**Clock wiring as the flow saved it**

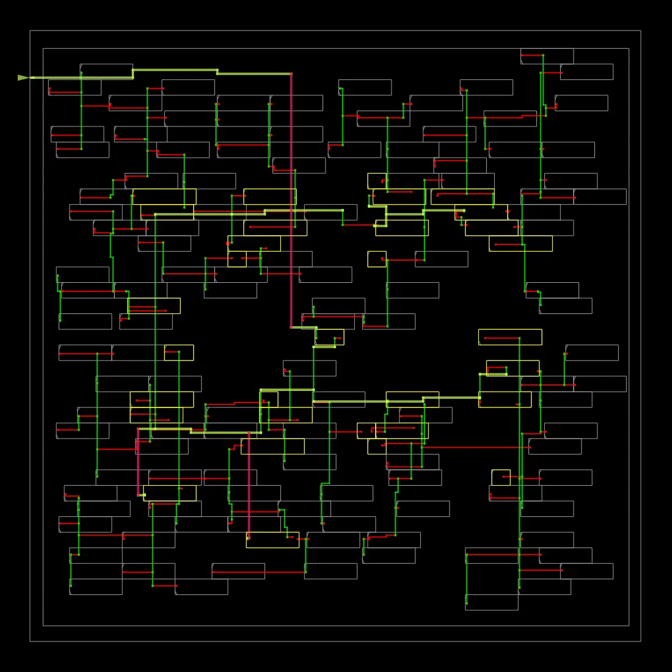
**Metal 1**

The bar under the picture is 20 µm long. Cells faint in the background.
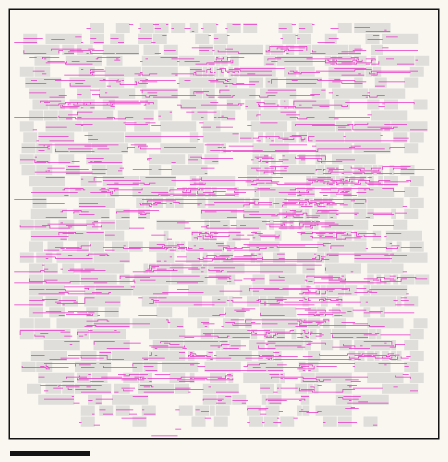
**The metal 3 layer**

The bar under the picture is 20 µm long.
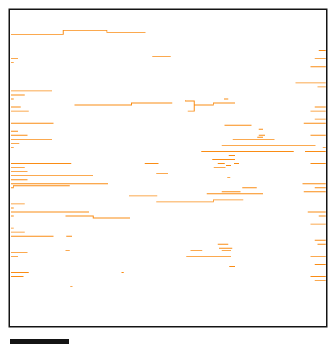
Design aap_fetch_unit_flat, sky130hd; sources not shown.
==> Changelog: implementation <==
### Physical design

- Yosys stat area: 5250 µm²
- Dominant kind of combinational cell: simple AND/OR/NAND/NOR gates
- GRT Max-Usage Layer: met2
- Static Leakage: 0.00308 µW
- Vias per inst: 5.36
- DRC marker count from the first detailed-route iteration: about 130
- WHS: ~0.47 ns
- Worst endpoint required time: 5.94 ns
- Post-cts gate resize count: 0
- Tally of buffers added on design ports: 119
- Slew at the pin with the worst max-slew slack: about 1.1 ns
- Synth top cells by count: 118 x sky130_fd_sc_hd__dfrtp_1, 41 x sky130_fd_sc_hd__nand2_1, 36 x sky130_fd_sc_hd__mux2_2
- Total power divided by cell area: 408 nW/µm²
- Area leader, netlist: sky130_fd_sc_hd__dfrtp_1
- Fin crit share: 0.642
- Worst slew margin relative to its limit: 0.294
- Run status: finished clean
- Final Util: 0.701
- Detailed route wirelength on metal2: ~5.9 mm
- Pre-CTS setup slack: roughly 1.4 ns
- Final global-route overflow total: 0
- Prevailing post-synth register cell: sky130_fd_sc_hd__dfrtp_1
## Picture notes: 'clock wiring as the flow saved it'
count of sequential standard cells: 118
Clock buffer cells: 18
total clock buffers created by CTS: 17
Clk power: 1280 µW
count of clock tree sinks: 118

## Picture notes: 'metal 1'
longest straight run = 29.4 µm
share of all routed wire = 42%
wire length on this layer = 4890 µm
overall via count from detail_route: 3804
met1 Usage GRT: 0.265
routed wire length: 11.7 mm

## Picture notes: 'the metal 3 layer'
wire length on this layer = 713 µm
longest straight run = 32.4 µm
main direction = horizontal
global routing usage on met3: 0.0644

[final cells by class]
class,count,area [µm²]
fillers,812,3070
flip-flops and latches,118,2950
multi-input cells,289,2110
repair buffers,124,1230
clock buffers,18,428
clock inverters,14,272
well taps,136,170
inverters,11,43.8
[worst max-delay path: stages]
cell                              delay [ns]
sky130_fd_sc_hd__clkdlybuf4s50_1        0.74
sky130_fd_sc_hd__nor2_1                 0.12
sky130_fd_sc_hd__nand2_1                0.14
sky130_fd_sc_hd__or2_2                  0.84
sky130_fd_sc_hd__mux2_2                 0.42
[where the power goes]
group,switching (µW),internal [µW]
combinational,174,345
sequential,119,1020
clock,394,882
[logic make-up after synthesis]
group,Yosys count
simple gates,139
fa+ha+maj,5
flops,118
compound gates,55
buf+inv,40
mux,57
xor+xnor,33
Power figures rest on the tool's default switching activity, not on a simulated workload.
